==> config.mk <==
export PLATFORM = sky130hd
export DESIGN_NAME = frankie_mem_arbiter
export DESIGN_NICKNAME = d
export VERILOG_FILES = /design/src/rtl/frankie_mem_arbiter.sv
export SDC_FILE = /design/constraint.sdc
export NUM_CORES = 1
export LEC_CHECK = 0
export CELL_PAD_IN_SITES_DETAIL_PLACEMENT = 0
export CELL_PAD_IN_SITES_GLOBAL_PLACEMENT = 1
export CORE_UTILIZATION = 30
export DETAILED_ROUTE_END_ITERATION = 10
export GPL_ROUTABILITY_DRIVEN = 0
export PLACE_DENSITY = 0.87
export SLEW_MARGIN = 20
export SYNTH_ARGS = -nofsm -noshare
export SYNTH_HDL_FRONTEND = slang
export SYNTH_SLANG_ARGS = --single-unit
==> constraint.sdc <==
create_clock -name clock -period 4.05 [get_ports clock]
set_input_delay 0.81 -clock clock [delete_from_list [all_inputs] [get_ports clock]]
set_output_delay 0.81 -clock clock [all_outputs]
set_load 0.02 [all_outputs]
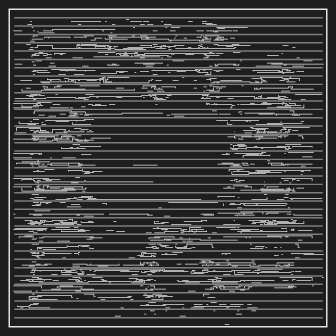
(M1 wires)
Supply wires on this layer in gray.
longest straight run: 38.6 um
share of all routed wire: 43%
wire length on this layer: 3,850 um
met1 Track Usage GR: 20.0%
DR vias: 3,179
drt total wl: 9030 um

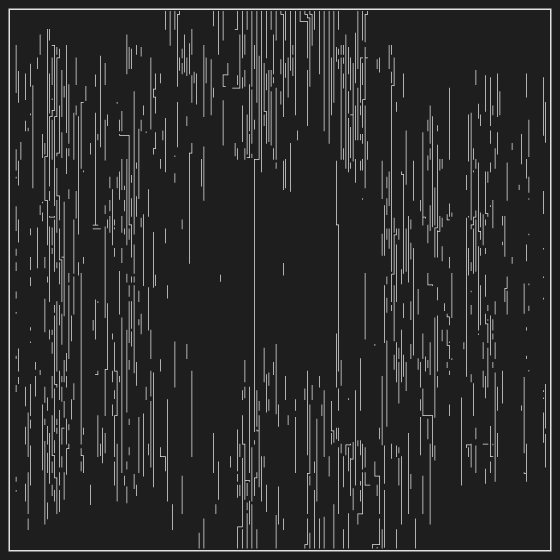
(M2 wires)
longest straight run: 52.0 um
nets with wire on the layer: 512
wire length on this layer: 4,190 um
met2 GRT Util: 29.2%

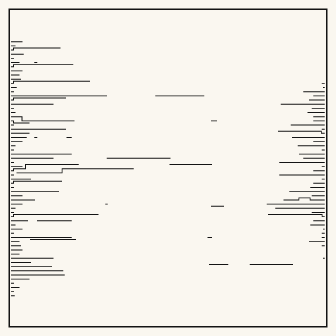
(metal 3)
nets with wire on the layer: 111
share of all routed wire: 9.7%
wire length on this layer: 878 um
main direction: horizontal
GR Util met3: 6.51%

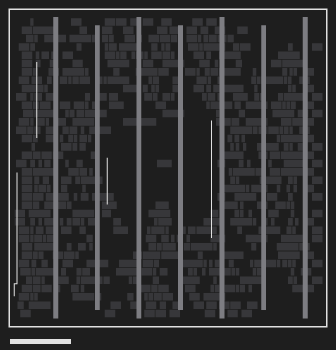
(metal 4)
The bar under the picture is 20 um long. Supply wires on this layer in gray. Cells faint in the background.
nets with wire on the layer: 3
main direction: vertical
wire length on this layer: 119 um
share of all routed wire: 1.3%
longest straight run: 38.1 um

==> qor.csv <==
stage;metric;value;unit
worst_setup_path;Critical Path Sink Type;output pin;
finish;sequential cell area share;28.5;%
worst_setup_path;Buf/Inv on CP;2;
route;wl on met1;3850;um
route;number of remaining DRC errors;0;
final_timing;Fin. Hold Viols;0;
worst_setup_path;crit-path leading delay family;buffers and inverters;
final_timing;Period Utilization, post-route;72.0;%
finish;fin area;4850;um^2
floorplan;Rows;36;
worst_setup_path;CP max stage cell;clkdlybuf4s50_1;
route;WL met2;4190;um
logic_synthesis;Synth Seq Share;45.0;%
logic_synthesis;most used flip-flop cell after synthesis;dfxtp_1;
worst_setup_path;CP Depth;4;
clock_tree;CTS Hold Bufs;0;
finish;Flop Count;69;
finish;Util after Layout;49.2;%
finish;fill cell count;988;
placement;Port Buf Inserts;155;
route;Iter 0 DRT Violations;72;
global_routing;Remaining Overflow, GRT;0;
global_routing;vias in the first global route;3042;
logic_synthesis;Yosys top cell by instances;nand2_1;
worst_setup_path;critical path data required time;3240;ps
finish;Non-clk invs;5;
final_timing;FMAX;0.343;GHz
power;Comb pwr share;41.1;%
finish;most frequent cells in the layout;clkdlybuf4s50_1 (154), nand2_1 (96), dfxtp_1 (69);
route;top sig layer;met4;
worst_hold_path;hold path cells;2;
route;drt wl/cell;13.5;um
worst_setup_path;Critical Path Start Type;register;
clock_tree;CTS buffer count;9;
outcome;status;completed;
finish;Flop area;1380;um^2
final_timing;Final setup viols;0;
worst_setup_path;Worst Setup Path Type;reg -> out;
logic_synthesis;syn nets;483;
power;Seq pwr share;36.4;%
logic_synthesis;asr flop ratio synth;0;%
logic_synthesis;commonest cells in the netlist;nand2_1 (97), dfxtp_1 (69), a21oi_1 (66);
logic_synthesis;# Cells Yosys;392;
route;DRT antenna net count;0;
logic_synthesis;Mux area share;0.326;%
finish;final net count;622;
finish;number of non-filler instances in the completed layout;669;
worst_setup_path;slowest stage delay, CP;610;ps
global_routing;GRT Max-Usage Layer;met2;
logic_synthesis;Top cell area share;45.0;%
Power figures rest on the tool's default switching activity, not on a simulated workload.
